$ cat config.mk
export PLATFORM = sky130hd
export DESIGN_NAME = gpsreceiver2_capture_ctl_flat
export DESIGN_NICKNAME = d
export VERILOG_FILES = /design/src/rtl/gpsreceiver2_capture_ctl_if.sv /design/src/rtl/gpsreceiver2_capture_ctl.sv /design/src/flat_wrapper.sv
export SDC_FILE = /design/constraint.sdc
export NUM_CORES = 1
export LEC_CHECK = 0
export CAP_MARGIN = 20
export CORE_MARGIN = 1.5
export CORE_UTILIZATION = 40
export DETAILED_ROUTE_END_ITERATION = 12
export SYNTH_ARGS = -nofsm -noshare
export SYNTH_HDL_FRONTEND = slang
export SYNTH_SLANG_ARGS = --single-unit
$ cat constraint.sdc
create_clock -name sys_clk -period 3.15 [get_ports sys_clk]
set_clock_uncertainty 0.15 [all_clocks]
set_input_delay 0.63 -clock sys_clk [delete_from_list [all_inputs] [get_ports sys_clk]]
set_output_delay 0.63 -clock sys_clk [all_outputs]
set_load 0.02 [all_outputs]
$ cat src/rtl/gpsreceiver2_capture_ctl_if.sv
// Sample-capture bus: the IF sample stream into the controller and the
// sample-RAM write port out of it.
interface gpsreceiver2_capture_ctl_if #(
  parameter int addr_width = 10
);
  logic                  sample_stb;
  logic [1:0]            sample;
  logic                  ram_we;
  logic [addr_width-1:0] ram_adr;
  logic [31:0]           ram_dat;

  modport master (
    input  sample_stb, sample,
    output ram_we, ram_adr, ram_dat
  );

  modport slave (
    output sample_stb, sample,
    input  ram_we, ram_adr, ram_dat
  );
endinterface

$ cat src/rtl/gpsreceiver2_capture_ctl.sv
// GPS front-end capture sequencer: packs 2-bit IF samples 16 per word into
// the sample RAM, immediately or from a trigger edge, for a programmed length.
module gpsreceiver2_capture_ctl #(
  parameter int addr_width  = 10,
  parameter int count_width = 11
) (
  input  logic                   sys_clk,
  input  logic                   sys_rst_n,
  input  logic                   start,
  input  logic                   abort,
  input  logic                   trig_mode,
  input  logic                   trig,
  input  logic [count_width-1:0] length,
  gpsreceiver2_capture_ctl_if.master bus,
  output logic [count_width-1:0] rx_count,
  output logic                   busy,
  output logic                   done,
  output logic                   irq
);

  typedef enum logic [1:0] {
    IDLE      = 2'd0,
    WAIT_TRIG = 2'd1,
    CAPTURE   = 2'd2,
    DONE      = 2'd3
  } state_t;

  localparam logic [count_width-1:0] c_full_len = {1'b1, {addr_width{1'b0}}};

  state_t                r_state;
  logic                  r_trig_d;
  logic [count_width-1:0] r_len;
  logic [count_width-1:0] r_count;
  logic [3:0]            r_k;
  logic [31:0]           r_word;
  logic                  r_we;
  logic [addr_width-1:0] r_adr;
  logic [31:0]           r_dat;
  logic                  r_done;
  logic                  r_irq;

  logic [count_width-1:0] w_len_clamped;
  logic                   w_edge;
  logic                   w_final_we;
  logic                   w_accept;
  logic                   w_word_done;

  assign w_len_clamped = ((length == '0) || (length > c_full_len)) ? c_full_len : length;
  assign w_edge        = trig & ~r_trig_d;
  // The write that reaches the programmed length closes the capture; a strobe
  // arriving alongside it belongs to no word and is dropped.
  assign w_final_we    = r_we && (r_count == r_len);
  assign w_accept      = bus.sample_stb &&
                         (((r_state == CAPTURE) && !w_final_we) ||
                          ((r_state == WAIT_TRIG) && w_edge));
  assign w_word_done   = w_accept && (r_k == 4'd15);

  always_ff @(posedge sys_clk or negedge sys_rst_n) begin
    if (!sys_rst_n) begin
      r_state  <= IDLE;
      r_trig_d <= 1'b0;
      r_len    <= '0;
      r_count  <= '0;
      r_k      <= '0;
      r_word   <= '0;
      r_we     <= 1'b0;
      r_adr    <= '0;
      r_dat    <= '0;
      r_done   <= 1'b0;
      r_irq    <= 1'b0;
    end else begin
      // NOTE: r_we and r_irq default low every cycle so they can only pulse;
      // every other register holds unless a branch below updates it.
      r_trig_d <= trig;
      r_we     <= 1'b0;
      r_irq    <= 1'b0;

      if (abort) begin
        r_state <= IDLE;
        r_k     <= '0;
      end else begin
        unique case (r_state)
          IDLE, DONE: begin
            if (start) begin
              r_len   <= w_len_clamped;
              r_count <= '0;
              r_done  <= 1'b0;
              r_k     <= '0;
              r_state <= trig_mode ? WAIT_TRIG : CAPTURE;
            end
          end
          WAIT_TRIG: begin
            if (w_edge) r_state <= CAPTURE;
          end
          CAPTURE: begin
            if (w_final_we) begin
              r_state <= DONE;
              r_done  <= 1'b1;
              r_irq   <= 1'b1;
            end
          end
          default: r_state <= IDLE;
        endcase

        if (w_accept) begin
          r_word[{r_k, 1'b0} +: 2] <= bus.sample;
          r_k                      <= r_k + 4'd1;
          if (w_word_done) begin
            r_we    <= 1'b1;
            r_adr   <= r_count[addr_width-1:0];
            r_dat   <= {bus.sample, r_word[29:0]};
            r_count <= r_count + 1'b1;
          end
        end
      end
    end
  end

  assign bus.ram_we  = r_we;
  assign bus.ram_adr = r_adr;
  assign bus.ram_dat = r_dat;
  assign rx_count    = r_count;
  assign done        = r_done;
  assign irq         = r_irq;
  assign busy        = (r_state == WAIT_TRIG) || (r_state == CAPTURE);

endmodule

$ cat src/flat_wrapper.sv
// flat-port wrapper written by rule: the top's interface ports become plain ports
module gpsreceiver2_capture_ctl_flat 
#(
  parameter int addr_width  = 10,
  parameter int count_width = 11
)
  (sys_clk, sys_rst_n, start, abort, trig_mode, trig, length, rx_count, busy, done, irq, bus_sample_stb, bus_sample, bus_ram_we, bus_ram_adr, bus_ram_dat);
  gpsreceiver2_capture_ctl_if #(.addr_width(addr_width)) bus_i ();
  input  logic sys_clk;
  input  logic sys_rst_n;
  input  logic start;
  input  logic abort;
  input  logic trig_mode;
  input  logic trig;
  input  logic [count_width-1:0] length;
  output logic [count_width-1:0] rx_count;
  output logic busy;
  output logic done;
  output logic irq;
  input wire logic [$bits(bus_i.sample_stb)-1:0] bus_sample_stb;
  input wire logic [$bits(bus_i.sample)-1:0] bus_sample;
  output wire logic [$bits(bus_i.ram_we)-1:0] bus_ram_we;
  output wire logic [$bits(bus_i.ram_adr)-1:0] bus_ram_adr;
  output wire logic [$bits(bus_i.ram_dat)-1:0] bus_ram_dat;
  assign bus_i.sample_stb = bus_sample_stb;
  assign bus_i.sample = bus_sample;
  assign bus_ram_we = bus_i.ram_we;
  assign bus_ram_adr = bus_i.ram_adr;
  assign bus_ram_dat = bus_i.ram_dat;
  gpsreceiver2_capture_ctl #(.addr_width(addr_width), .count_width(count_width)) u_core (.sys_clk(sys_clk), .sys_rst_n(sys_rst_n), .start(start), .abort(abort), .trig_mode(trig_mode), .trig(trig), .length(length), .bus(bus_i), .rx_count(rx_count), .busy(busy), .done(done), .irq(irq));
endmodule
==> run_1/m1.png <==
Cells faint in the background.
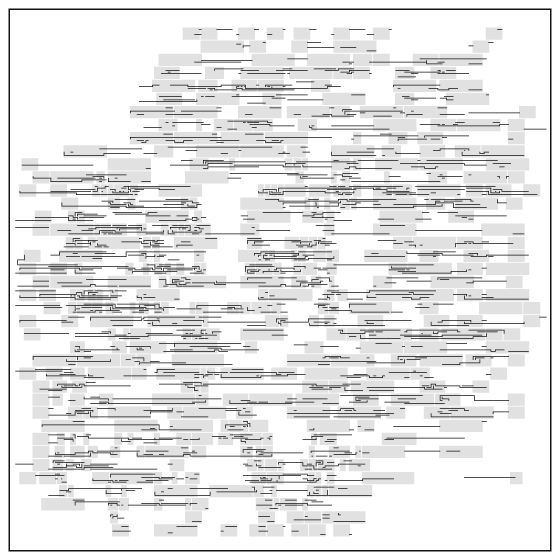
main direction = horizontal
longest straight run = 24.4 um
wire length on this layer = 4640 um
share of all routed wire = 47%
nets with wire on the layer = 435

==> run_1/m2.png <==
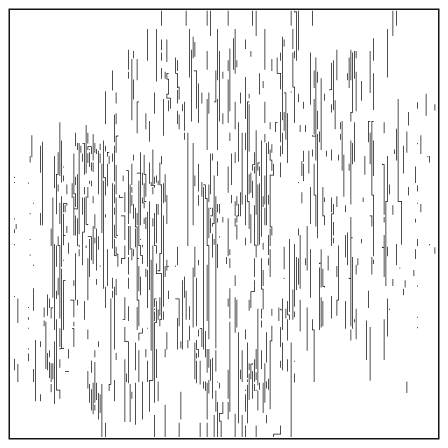
main direction = vertical
longest straight run = 42.5 um
wire length on this layer = 4530 um
nets with wire on the layer = 439
share of all routed wire = 46%

==> impl_metrics.json, run 1 <==
{
  "dieArea_sq_um": 12600,
  "xor_share": 0.0311,
  "edf_count": 0,
  "grt_setup_unrepaired": "no",
  "ir_drop_v": 0.000363,
  "cp_top_family": "buffers and inverters",
  "power.group.top": "registers",
  "antenna_found_initial": 0,
  "synth_cells": 392,
  "fmax_mhz": 379,
  "clock-root-buffer": "clkbuf_16",
  "dpl_cell_area_sq_um": 5690,
  "violations": "DRC",
  "io_buffers": 76,
  "top_layer": "met4",
  "status": "finished, violations left",
  "p_comb_uw": 869,
  "hold_viol": 0,
  "seq_cells": 104,
  "power_mw": 3.61,
  "drc": 8,
  "taps": 143,
  "endpoint": "u_core.bus.ram_dat[21]$_DFFE_PN0P_",
  "insertion_delay_ns": 0.34,
  "logic_gates": 254,
  "clk_share": 0.0503,
  "logic_area_sq_um": 2020
}
==> run_1/m4.png <==
Cells faint in the background.
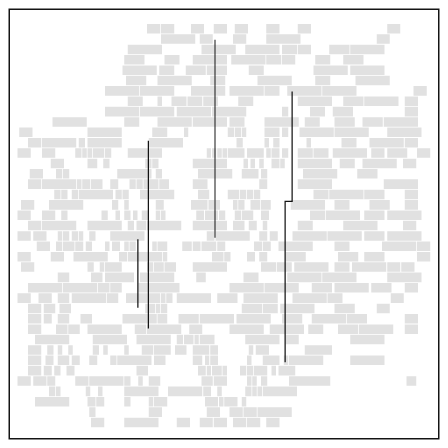
main direction = vertical
longest straight run = 51.7 um
Routed WL: 9.85 mm
vias: 3226

==> run_1/util_map.png <==
The bar under the picture is 20 um long. 11 x 11 tiles, from dark blue (low) to red (high), 0 to 100% covered.
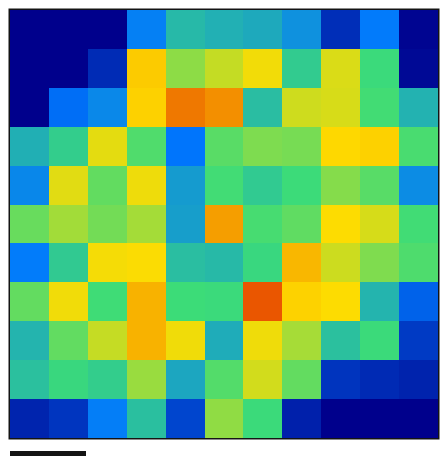
nearly empty tiles = 9.1%
tiles over 75% full = 9.9%
fullest tile = 90%

==> run 1 -> run 2 <==
==> constraint.sdc (replaced) <==
create_clock -name sys_clk -period 2.34 [get_ports sys_clk]
set_clock_uncertainty 0.15 [all_clocks]
set_input_delay 0.468 -clock sys_clk [delete_from_list [all_inputs] [get_ports sys_clk]]
set_output_delay 0.468 -clock sys_clk [all_outputs]
set_load 0.02 [all_outputs]
==> run_2/m4.png <==
Cells faint in the background.
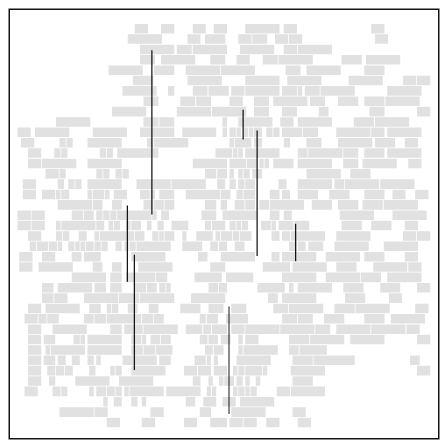
longest straight run = 42.8 um
main direction = vertical
wire length on this layer = 170 um
share of all routed wire = 1.6%
nets with wire on the layer = 6
Routed WL: 10.8 mm
vias: 3373

==> impl_metrics.json, run 2 <==
{
  "status": "finished, violations left",
  "violations": "DRC, setup timing",
  "dieWidth_um": 112,
  "clk_share": 0.0444,
  "layout.nonclk_buf_frac": 0.193,
  "ir_drop_v": 0.000322,
  "leakagePower_nw": 3.02,
  "top_layer": "met4",
  "slew_viol_final": 0,
  "warnings": 32,
  "clockPowerShare": 0.293,
  "hold_viol": 0,
  "xor_share": 0.0311,
  "cp_top_family": "simple AND/OR/NAND/NOR gates",
  "endpoint": "u_core.bus.ram_dat[13]$_DFFE_PN0P_",
  "antenna_found_initial": 0,
  "p_comb_mw": 1.44,
  "io_pins": 77,
  "synth_cells": 392,
  "seq_cells": 104,
  "insertion_delay_ns": 0.34,
  "clock-root-buffer": "clkbuf_16",
  "edf_count": 0,
  "dpl_cell_area_sq_um": 5970,
  "io_buffers": 76,
  "setup_viol": 29,
  "power_mw": 5.03,
  "wl_per_cell_um": 16.4,
  "critPathBufInv": 2,
  "power.group.top": "registers",
  "fin_ws_ns": -0.0323,
  "taps": 143,
  "drc": 5,
  "logic_gates": 254,
  "logic_area_sq_um": 2100,
  "fmax_mhz": 422,
  "r2r_start": "u_core.rx_count[8]$_DFFE_PN0N_",
  "path_depth": 8,
  "grt_setup_unrepaired": "yes"
}
==> run_2/m1.png <==
Cells faint in the background.
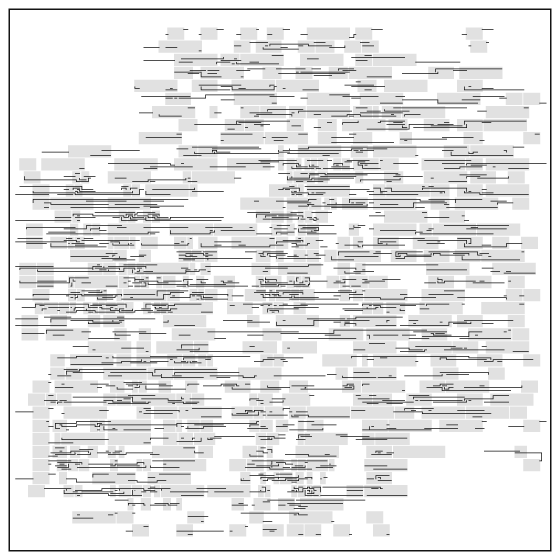
nets with wire on the layer = 484
share of all routed wire = 46%
wire length on this layer = 4920 um
longest straight run = 32.9 um
routing usage on met1: 0.226

==> run_2/congestion_map.png <==
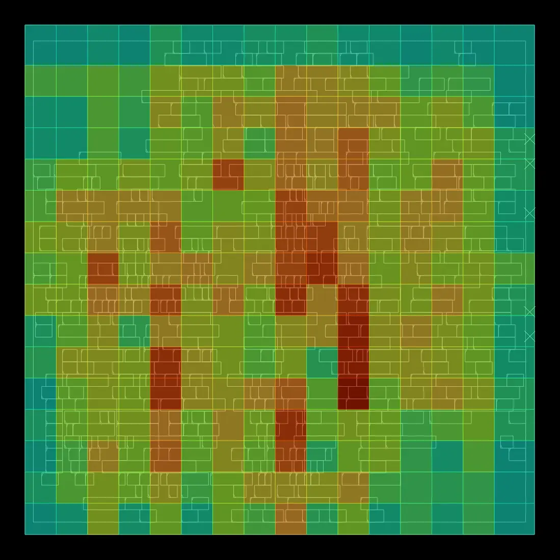

==> run 2 -> run 3 <==
--- a/config.mk
+++ b/config.mk
@@ -8,6 +8,7 @@
 export CAP_MARGIN = 20
 export CORE_MARGIN = 1.5
 export CORE_UTILIZATION = 40
+export CTS_BUF_LIST = sky130_fd_sc_hd__clkbuf_16
 export DETAILED_ROUTE_END_ITERATION = 12
 export SYNTH_ARGS = -nofsm -noshare
 export SYNTH_HDL_FRONTEND = slang
==> run_3/congestion_map.png <==
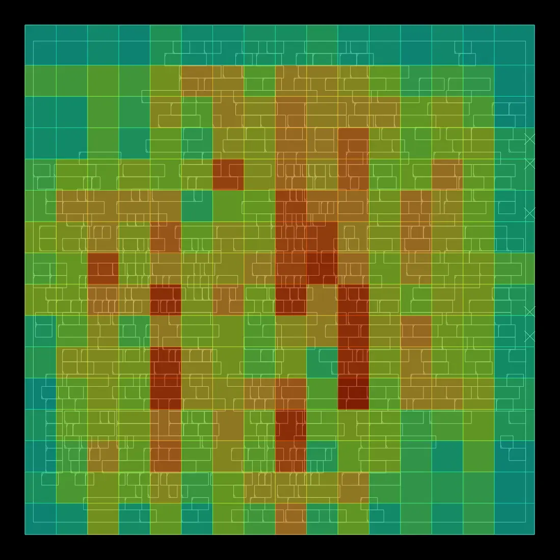
Core Util, Final: 0.564
routing usage on met1: 0.226
overall fraction of global-route tracks in use: 0.172

==> run_3/m2.png <==
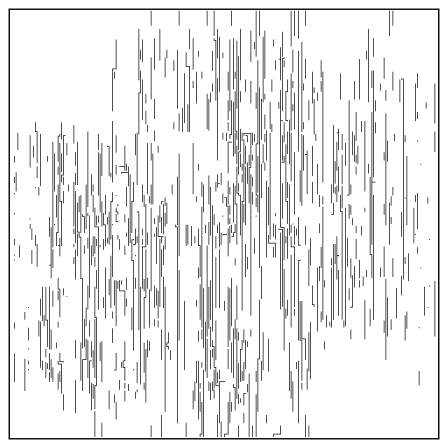
nets with wire on the layer = 476
main direction = vertical
longest straight run = 52.5 um
share of all routed wire = 49%

==> impl_metrics.json, run 3 <==
{
  "taps": 143,
  "cp_top_family": "simple AND/OR/NAND/NOR gates",
  "wirelength_mm": 10.8,
  "xor_share": 0.0311,
  "clock-root-buffer": "clkbuf_16",
  "dieWidth_um": 112,
  "fmax_mhz": 422,
  "clk_share": 0.0430,
  "io_buffers": 76,
  "critPathBufInv": 2,
  "logic_area_sq_um": 2100,
  "dieArea_sq_um": 12600,
  "status": "finished, violations left",
  "seq_cells": 104,
  "insertion_delay_ns": 0.34,
  "io_pins": 77,
  "top_layer": "met4",
  "power.group.top": "registers",
  "dpl_cell_area_sq_um": 5970,
  "fin_ws_ns": -0.0280,
  "drc": 5,
  "antenna_found_initial": 0,
  "power_mw": 4.99,
  "hold_viol": 0,
  "wl_per_cell_um": 16.4,
  "synth_cells": 392,
  "setup_viol": 29,
  "clockPowerShare": 0.287,
  "r2r_start": "u_core.r_len[8]$_DFFE_PN0P_",
  "leakagePower_nw": 3.02,
  "edf_count": 0,
  "violations": "DRC, setup timing",
  "p_comb_mw": 1.45
}
